run_1/zoom.png
Region (3, 35) to (28, 60) um. Cells in gray, sequential cells in the stronger gray; small squares are vias.
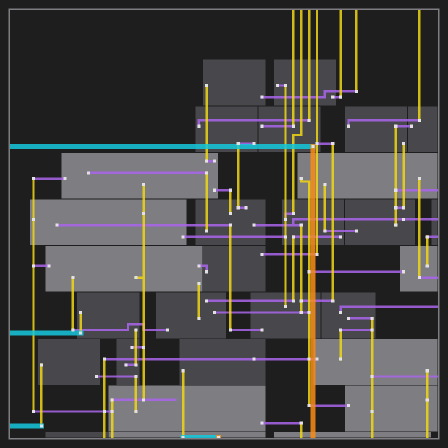
run_1/cell_classes.png
Drawn at 6 px/um.
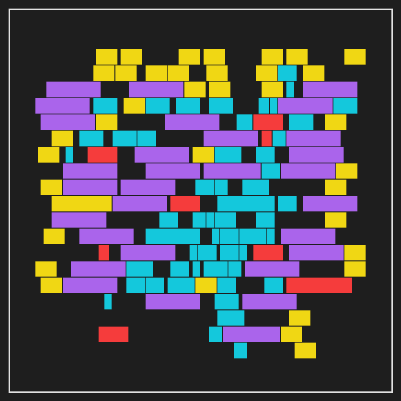
run_1/met1.png
Drawn at 8 px/um.
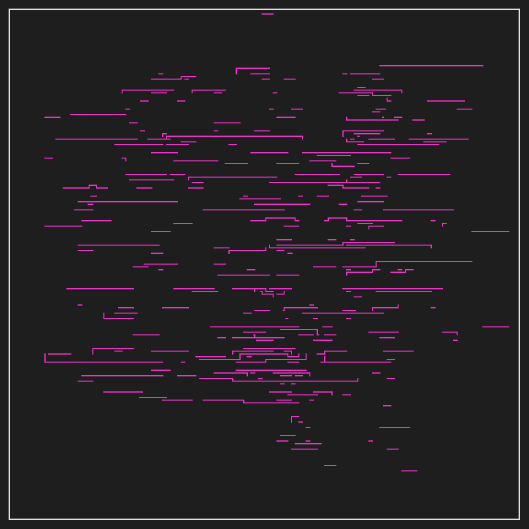
--- src/rtl/fifo_async_read_ctrl.sv ---
// Read-domain controller of the async circular FIFO: write-pointer synchroniser, binary/Gray read
// pointers, empty/almost-empty/level flags and a registered first-word-fall-through output stage.
module fifo_async_read_ctrl #(
    parameter int unsigned WIDTH         = 8,
    parameter int unsigned PTR_WIDTH     = 4,
    parameter int unsigned AEMPTY_THRESH = 1
) (
    input  logic                 read_clk,
    input  logic                 rst_in,
    input  logic [PTR_WIDTH-1:0] wptr_g_in,
    output logic [PTR_WIDTH-1:0] rptr_g_out,
    output logic [PTR_WIDTH-2:0] raddr_out,
    input  logic [WIDTH-1:0]     rdata_mem_in,
    output logic [WIDTH-1:0]     dout_out,
    output logic                 valid_out,
    input  logic                 ready_in,
    output logic                 empty_out,
    output logic                 aempty_out,
    output logic [PTR_WIDTH-1:0] level_out
);

    // Bit i of the binary value is the XOR of all Gray bits at or above i.
    function automatic logic [PTR_WIDTH-1:0] gray2bin(input logic [PTR_WIDTH-1:0] g);
        logic [PTR_WIDTH-1:0] b;
        b = '0;
        for (int i = 0; i < PTR_WIDTH; i++) begin
            b[i] = ^(g >> i);
        end
        return b;
    endfunction

    logic [PTR_WIDTH-1:0] wptr_g_sync1_q, wptr_g_sync2_q;
    logic [PTR_WIDTH-1:0] rptr_b_q, rptr_b_d;
    logic [PTR_WIDTH-1:0] rptr_g_q, rptr_g_d;
    logic [PTR_WIDTH-1:0] level_q, level_d;
    logic                 empty_q, empty_d;
    logic                 aempty_q, aempty_d;
    logic                 valid_q, valid_d;
    logic [WIDTH-1:0]     dout_q, dout_d;
    logic [PTR_WIDTH-1:0] wptr_b_sync;
    logic                 pop_mem;

    always_comb begin
        wptr_b_sync = gray2bin(wptr_g_sync2_q);
        // Refill the output stage whenever it is empty or its word leaves this cycle.
        pop_mem     = !empty_q && (!valid_q || ready_in);
        rptr_b_d    = rptr_b_q + {{(PTR_WIDTH-1){1'b0}}, pop_mem};
        rptr_g_d    = (rptr_b_d >> 1) ^ rptr_b_d;
        empty_d     = (rptr_g_d == wptr_g_sync2_q);
        level_d     = wptr_b_sync - rptr_b_d;
        aempty_d    = (32'(level_d) <= AEMPTY_THRESH);
    end

    always_comb begin
        dout_d  = dout_q;
        valid_d = valid_q;
        if (pop_mem) begin
            dout_d  = rdata_mem_in;
            valid_d = 1'b1;
        end else if (valid_q && ready_in) begin
            valid_d = 1'b0;
        end
    end

    always_ff @(posedge read_clk or posedge rst_in) begin
        if (rst_in) begin
            wptr_g_sync1_q <= '0;
            wptr_g_sync2_q <= '0;
            rptr_b_q       <= '0;
            rptr_g_q       <= '0;
            level_q        <= '0;
            empty_q        <= 1'b1;
            aempty_q       <= 1'b1;
            valid_q        <= 1'b0;
            dout_q         <= '0;
        end else begin
            wptr_g_sync1_q <= wptr_g_in;
            wptr_g_sync2_q <= wptr_g_sync1_q;
            rptr_b_q       <= rptr_b_d;
            rptr_g_q       <= rptr_g_d;
            level_q        <= level_d;
            empty_q        <= empty_d;
            aempty_q       <= aempty_d;
            valid_q        <= valid_d;
            dout_q         <= dout_d;
        end
    end

    assign rptr_g_out = rptr_g_q;
    assign raddr_out  = rptr_b_q[PTR_WIDTH-2:0];
    assign dout_out   = dout_q;
    assign valid_out  = valid_q;
    assign empty_out  = empty_q;
    assign aempty_out = aempty_q;
    assign level_out  = level_q;

endmodule
--- config.mk ---
export PLATFORM = sky130hd
export DESIGN_NAME = fifo_async_read_ctrl
export DESIGN_NICKNAME = d
export VERILOG_FILES = /design/src/rtl/fifo_async_read_ctrl.sv
export SDC_FILE = /design/constraint.sdc
export NUM_CORES = 1
export LEC_CHECK = 0
export CAP_MARGIN = 20
export CELL_PAD_IN_SITES_DETAIL_PLACEMENT = 0
export CELL_PAD_IN_SITES_GLOBAL_PLACEMENT = 1
export CORE_MARGIN = 4
export CORE_UTILIZATION = 40
export CTS_BUF_LIST = sky130_fd_sc_hd__clkbuf_8
export DETAILED_ROUTE_END_ITERATION = 8
export GPL_ROUTABILITY_DRIVEN = 1
export PLACE_DENSITY = 0.85
export SYNTH_ARGS = -nofsm -noshare
export SYNTH_HDL_FRONTEND = slang
export SYNTH_SLANG_ARGS = --single-unit
--- constraint.sdc ---
create_clock -name read_clk -period 6.6 [get_ports read_clk]
set_input_delay 1.32 -clock read_clk [delete_from_list [all_inputs] [get_ports read_clk]]
set_output_delay 1.32 -clock read_clk [all_outputs]
set_load 0.02 [all_outputs]
==> reports/results.ini, run 1 <==
[outcome]
status = finished, final reports clean

[timing]
worst_slew_pin_slew_ns = 0.486
hold_viol = 0
rsz0062_at_grt = no
holdWs_ns = 0.351
skew_ns = 0.00329
slew_headroom = 0.676
worst_slack_ns = 2.69
max_freq_mhz = 256

[setup_path]
slowest_stage = clkdlybuf4s50_1
critical_path.top_delay_family = adder cells
cp.depth = 11
endpoint = level_out[3]
cp_data_required_time_ns = 6.76
worstReg2RegEnd = level_out[3]
worst_setup_path_end_kind = flip-flop
critPathLaunch = ready_in
crit_top_cell = ha_1
critPathBufInv = 3
startpoint_type = input port
rrSetupSlack_ns = 3.85
arrival_ns = 4.07
cp_cell_sequence = clkdlybuf4s50_1, inv_1, a21oi_2, ha_1, ha_1, xnor2_1, ha_1, inv_1, a2111o_1, and4_4, or2_1

[worst_hold_path]
hold_path_end = wptr_g_sync2_q[2]
worstHoldPathCells = 0
hp-start = wptr_g_sync1_q[2]

[global_route]
grtUsageMet2 = 0.202
grt_pass1_vias = 810
grt_max_degree = 31
grt_first_pass_wirelength_um = 3700

[yosys]
ys_seq_elements = 30
synth_top_area_share = 0.567
async_flop_share = 1.00
adder_share = 0.0507
edf_count = 0
yosysSeqAreaShare = 0.610
area_leaders = dfrtp_1 57%, mux2_2 7.3%, xnor2_1 7.1%, ha_1 5.1%, dfstp_2 4.3%
netlist_area_um2 = 1230
yosys_cells = 84
ys_sh_aoi = 0.0507
syn_area_per_cell_um2 = 14.7
syn_inst = 84

[cts]
clk-insertion-delay-late_ns = 0.28
cts_max_level = 2
cts_resized = 0
numCtsBuffers = 5
cts_tree = built
clk_pin_slew_ns = 0.06
cts_setup_buffers = 0
hold_buffers = 0
clockRootBuffer = clkbuf_8

[power]
p_leak_nw = 0.786
irDropWorstVdd_v = 0.000231

[placed_design]
placed_cell_area_um2 = 1630
pre_cts_slack_ns = 2.39
dp_hpwl_um = 1670
dp_cells = 150

[floorplan]
io_pins = 37
fp_util = 0.433
chip_area_um2 = 4040
die-height_um = 63.6

[drt]
wl_met3_um = 122
drt_iter0_drc = 28
met1Wirelength_um = 860
drtAntennaViolNets = 0
dr.max_layer_used = met4
drt_pre_antenna_iters = 4
avgRoutedWirePerCell_um = 13.3

[layout]
final_common_cell = clkdlybuf4s50_1
antenna_cells = 0
drive_above_1_share = 0.195
nNetsFinal = 147
mostFrequentLayoutCells = 36 x clkdlybuf4s50_1, 28 x dfrtp_1, 10 x xnor2_1

Back to the opening pictures, zoom.png:
Key: met4 = orange; met3 = cyan; met2 = yellow; met1 = purple
23 logic cells have their middle in the window. Most frequent: clkdlybuf4s50_1 (9), dfrtp_1 (7), mux2_2 (4). Netlist names of flops here include dout_out (4). Sequential cells in the window: 7.

Back to the opening pictures, cell_classes.png:
Key: flops = purple [cells 30, share of their area 44%]; clock drivers and dummy loads = red [cells 8, share of their area 6.3%]; all other logic = cyan [cells 53, share of their area 28%]; other buffers and delay cells = yellow [cells 37, share of their area 22%]
Final Cell Area: 1770 um2
core box area: 2850 um2
row count: 19
flop share of the area: 0.427
post-layout util: 0.619

Back to the opening pictures, met1.png:
The wires run mostly horizontal. The longest straight run is 17.0 um. The layer holds 41% of the routed length.
global-route track usage on met1: 0.131
WL final: 2120 um
vias post-DR: 777

## run 1: registers in the layout (all words and copies together), names as in the netlist
| name | cells |
|---|---|
| rptr_g_out | 3 |
| level_out | 4 |
| aempty_out | 1 |
| wptr_g_sync1_q | 4 |
| dout_out | 8 |
| empty_out | 1 |
| valid_out | 1 |
| rptr_b_q | 4 |
| wptr_g_sync2_q | 4 |
## run 1: final cells by class
type,count,area (um2)
sequential,30,753
fill,234,1090
clock buffer,5,68.8
timing repair buffer,37,388
tap,31,38.8
multi-input combinational,44,443
inverter,9,33.8
clock inverter,3,40.0
## run 1: power breakdown
| group | internal, mW | switching [mW] |
|---|---|---|
| Clock | 0.111 | 0.0641 |
| Sequential | 0.241 | 0.0279 |
| Combinational | 0.215 | 0.210 |
run_1/final_congestion.png
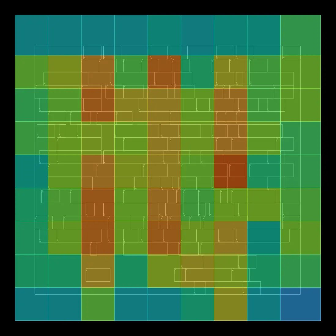

==> run 1 -> run 2 <==
--- a/config.mk
+++ b/config.mk
@@ -9,11 +9,11 @@
 export CELL_PAD_IN_SITES_DETAIL_PLACEMENT = 0
 export CELL_PAD_IN_SITES_GLOBAL_PLACEMENT = 1
 export CORE_MARGIN = 4
-export CORE_UTILIZATION = 40
+export CORE_UTILIZATION = 35
 export CTS_BUF_LIST = sky130_fd_sc_hd__clkbuf_8
 export DETAILED_ROUTE_END_ITERATION = 8
 export GPL_ROUTABILITY_DRIVEN = 1
-export PLACE_DENSITY = 0.85
+export PLACE_DENSITY = 0.79
 export SYNTH_ARGS = -nofsm -noshare
 export SYNTH_HDL_FRONTEND = slang
 export SYNTH_SLANG_ARGS = --single-unit
==> constraint.sdc (replaced) <==
create_clock -name read_clk -period 3.2 [get_ports read_clk]
set_input_delay 0.64 -clock read_clk [delete_from_list [all_inputs] [get_ports read_clk]]
set_output_delay 0.64 -clock read_clk [all_outputs]
set_load 0.02 [all_outputs]
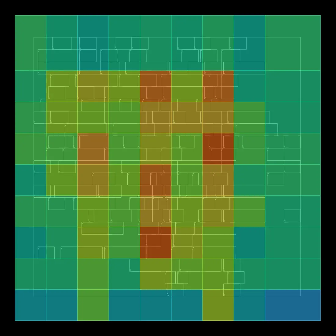
run_2/final_congestion.png
GRT Total Usage: 0.111
WL/cell: 11.8 um

==> reports/results.ini, run 2 <==
[power]
pg_comb_mw = 0.867
p_leak_nw = 0.772
p_clk_mw = 0.304
pg_seq_mw = 0.553
p_int_mw = 1.11
netSwitchingPower_mw = 0.612
power_leader = combinational cells
comb_power_share = 0.503
sw_frac_of_total = 0.355

[cts]
clk-insertion-delay-late_ns = 0.27
hold_buffers = 0
numCtsBuffers = 5
cts_tree = built
cts_max_level = 2

[setup_path]
startpoint_type = input port
cp_data_required_time_ns = 3.36
arrival_ns = 3.03
rrSetupSlack_ns = 0.71

[layout]
drive_above_1_share = 0.202
largest_reg_flops = 8
nNetsFinal = 148
final_common_cell = clkdlybuf4s50_1
fin_area_um2 = 1760
fillers = 324
seqCellArea_um2 = 753

[yosys]
yosys_cells = 84
synth_top_area_share = 0.567
adder_share = 0.0507
ys_seq_elements = 30
area_leaders = dfrtp_1 57%, mux2_2 7.3%, xnor2_1 7.1%, ha_1 5.1%, dfstp_2 4.3%
yosysSeqAreaShare = 0.610
syn_inst = 84
edf_count = 0
syn_area_per_cell_um2 = 14.7

[worst_hold_path]
hold_path_end = wptr_g_sync2_q[3]
worstHoldPathCells = 0
hp-start = wptr_g_sync1_q[3]

[placed_design]
dp_hpwl_um = 1670
pre_cts_slack_ns = 0.0199
dp_cells = 167
placed_cell_area_um2 = 1660

[global_route]
use_met1 = 0.128
grtUsageMet2 = 0.177

[drt]
routed_wl_um = 2060
wl_met3_um = 99
drt_iter0_drc = 11
drtAntennaViolNets = 0
dr.max_layer_used = met4
drt_pre_antenna_iters = 3

[floorplan]
fp_util = 0.367
core_um2 = 3360
placementRows = 21
die-height_um = 67.4
io_pins = 37
chip_area_um2 = 4540

[timing]
worst_slack_ns = 0.325
worst_slew_pin_slew_ns = 0.774
holdWs_ns = 0.346
skew_ns = 0.00563

[outcome]
status = finished, final reports clean

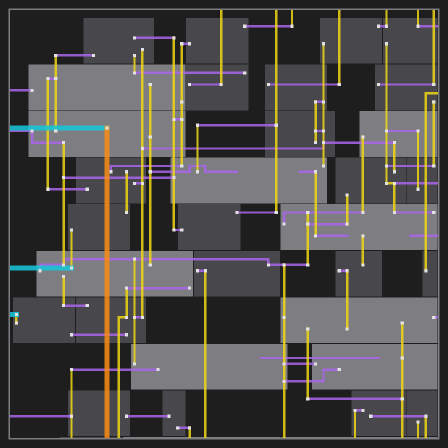
run_2/zoom.png
Region (4, 38) to (29, 63) um. Cells in gray, sequential cells in the stronger gray; small squares are vias.
Key: met1 = purple; met4 = orange; met2 = yellow; met3 = cyan
28 logic cells have their middle in the window. Most frequent: clkdlybuf4s50_1 (10), dfrtp_1 (9), mux2_2 (5). Sequential cells in the window: 9. Netlist names of flops here include dout_out (6).

[run 2: cell count changes in the layout (fill, tap and decap cells not counted)]
cell	change
buf_16	-1
buf_4	+2
bufinv_16	-1
clkbuf_8	+1
clkinv_2	-1
clkinvlp_4	+1
[run 2: worst max-delay path, cell delays in order]
cell and delay [ns]:
clkdlybuf4s50_1 0.48, inv_1 0.05, a21oi_2 0.14, ha_1 0.21
ha_1 0.21, xnor2_1 0.13, ha_1 0.37, inv_1 0.06
a2111o_1 0.36, and4_4 0.18, or2_1 0.19
[run 2: final cells by class]
type	count	share of cell area
Timing Repair Buffer	38	0.214
Inverter	9	0.0192
Multi-Input combinational cell	44	0.252
Clock buffer	6	0.0470
Sequential cell	30	0.428
Clock inverter	2	0.00712
Tap cell	46	0.0327
==> run 2 -> run 3 <==
--- a/config.mk
+++ b/config.mk
@@ -12,7 +12,6 @@
 export CORE_UTILIZATION = 35
 export CTS_BUF_LIST = sky130_fd_sc_hd__clkbuf_8
 export DETAILED_ROUTE_END_ITERATION = 8
-export GPL_ROUTABILITY_DRIVEN = 1
 export PLACE_DENSITY = 0.79
 export SYNTH_ARGS = -nofsm -noshare
 export SYNTH_HDL_FRONTEND = slang
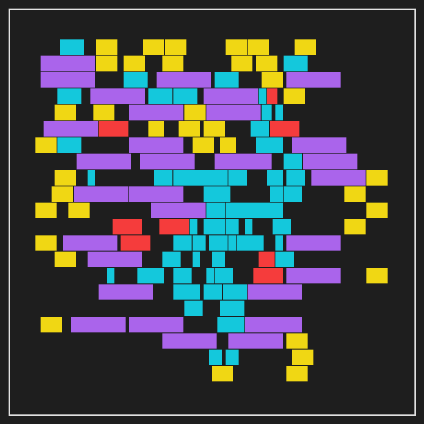
run_3/cell_classes.png
Drawn at 6 px/um.
Key: all other logic = cyan [cells 53, share of their area 28%]; other buffers and delay cells = yellow [cells 38, share of their area 22%]; clock drivers and dummy loads = red [cells 8, share of their area 5.6%]; flops = purple [cells 30, share of their area 44%]
Final Cell Area: 1760 um2
flop share of the area: 0.428
row count: 21

==> reports/results.ini, run 3 <==
[outcome]
status = finished, final reports clean

[global_route]
grt_pass1_vias = 838
grt.total_usage = 0.111
grt_first_pass_wirelength_um = 3640
grt_max_degree = 23

[power]
pg_comb_mw = 0.867
comb_power_share = 0.503
power_frac_seq = 0.321
p_leak_nw = 0.772
sw_frac_of_total = 0.355
finalPower_mw = 1.72
netSwitchingPower_mw = 0.612
pg_seq_mw = 0.553
pwr-share-clk = 0.176
power_leader = combinational cells
p_int_mw = 1.11
irDropWorstVdd_v = 0.000434
p_clk_mw = 0.304

[layout]
antenna_cells = 0
buffers = 38
n_all_inverters = 9
seq_cells = 30
n_clock_buffer = 6
mostFrequentLayoutCells = 36 x clkdlybuf4s50_1, 28 x dfrtp_1, 10 x xnor2_1
final_common_cell = clkdlybuf4s50_1
clock_area_frac = 0.0541
seqCellArea_um2 = 753
logic_area_um2 = 443
buf_share = 0.214
comb_area_frac = 0.252
nNetsFinal = 148
fillers = 324
largest_reg_flops = 8
multi_input_comb_cells = 44
drive_above_1_share = 0.202

[timing]
worst_slack_ns = 0.325
holdWs_ns = 0.346
slew_violations = 0
hold_viol = 0
skew_ns = 0.00563
slew_headroom = 0.483
worst_slew_pin_slew_ns = 0.774
max_freq_mhz = 348
rsz0062_at_grt = no

[floorplan]
chip_area_um2 = 4540
fp_util = 0.367
core_um2 = 3360
die-height_um = 67.4
tapCellCount = 46

[yosys]
synth_top_area_share = 0.567
yosys_cells = 84
yosysSeqAreaShare = 0.610
async_flop_share = 1.00
syn_inst = 84
ys_area_um2 = 1230
ys_seq_elements = 30
topCombFamilyByArea = XOR/XNOR gates
ys_sh_aoi = 0.0507
edf_count = 0
adder_share = 0.0507
netlist_area_um2 = 1230
area_leaders = dfrtp_1 57%, mux2_2 7.3%, xnor2_1 7.1%, ha_1 5.1%, dfstp_2 4.3%

[cts]
cts_tree = built
clk_pin_slew_ns = 0.06
numCtsBuffers = 5
clk-insertion-delay-late_ns = 0.27
cts_max_level = 2
cts_setup_buffers = 0
clockRootBuffer = clkbuf_8
hold_buffers = 0
cts_resized = 0

[drt]
vias = 770
drt_pre_antenna_iters = 3
routed_wl_um = 2060
drtAntennaViolNets = 0
dr.max_layer_used = met4
drt_iter0_drc = 11
avgRoutedWirePerCell_um = 11.8
met1Wirelength_um = 840

[setup_path]
worst_setup_path_end_kind = flip-flop
arrival_ns = 3.03
rrSetupSlack_ns = 0.71
startpoint_type = input port
cp_data_required_time_ns = 3.36
crit-reg2reg-launch = empty_out
worstReg2RegEnd = level_out[3]

[placed_design]
dp_hpwl_um = 1670
dp_cells = 167
placed_cell_area_um2 = 1660
pre_cts_slack_ns = 0.0199

[worst_hold_path]
hp-start = wptr_g_sync1_q[3]
worstHoldPathCells = 0

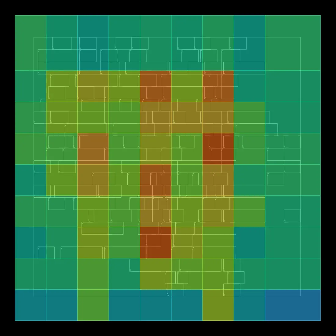
run_3/final_congestion.png
M3 GR Usage: 0.0366
post-layout util: 0.523
global-route track usage on met1: 0.128
GRT met2 Usage: 0.177

[run 3: cell counts in the layout (fill, tap and decap cells not counted)]
No cell type changed its count.
[run 3: critical path, cell delays in order]
cell and delay (ns):
clkdlybuf4s50_1 0.48, inv_1 0.05, a21oi_2 0.14, ha_1 0.21, ha_1 0.21, xnor2_1 0.13
ha_1 0.37, inv_1 0.06, a2111o_1 0.36, and4_4 0.18, or2_1 0.19
[run 3: worst max path at each step]
stage,from,to,slack (ns),cells past startpoint
finish,ready_in,level_out[3],0.32,11
global route,ready_in,level_out[3],0.18,11
CTS,ready_in,level_out[3],0.31,11
detailed placement,ready_in,level_out[3],0.02,11
global placement,ready_in,level_out[3],0.12,11
floorplan,ready_in,level_out[3],0.42,10
Power figures rest on the tool's default switching activity, not on a simulated workload.
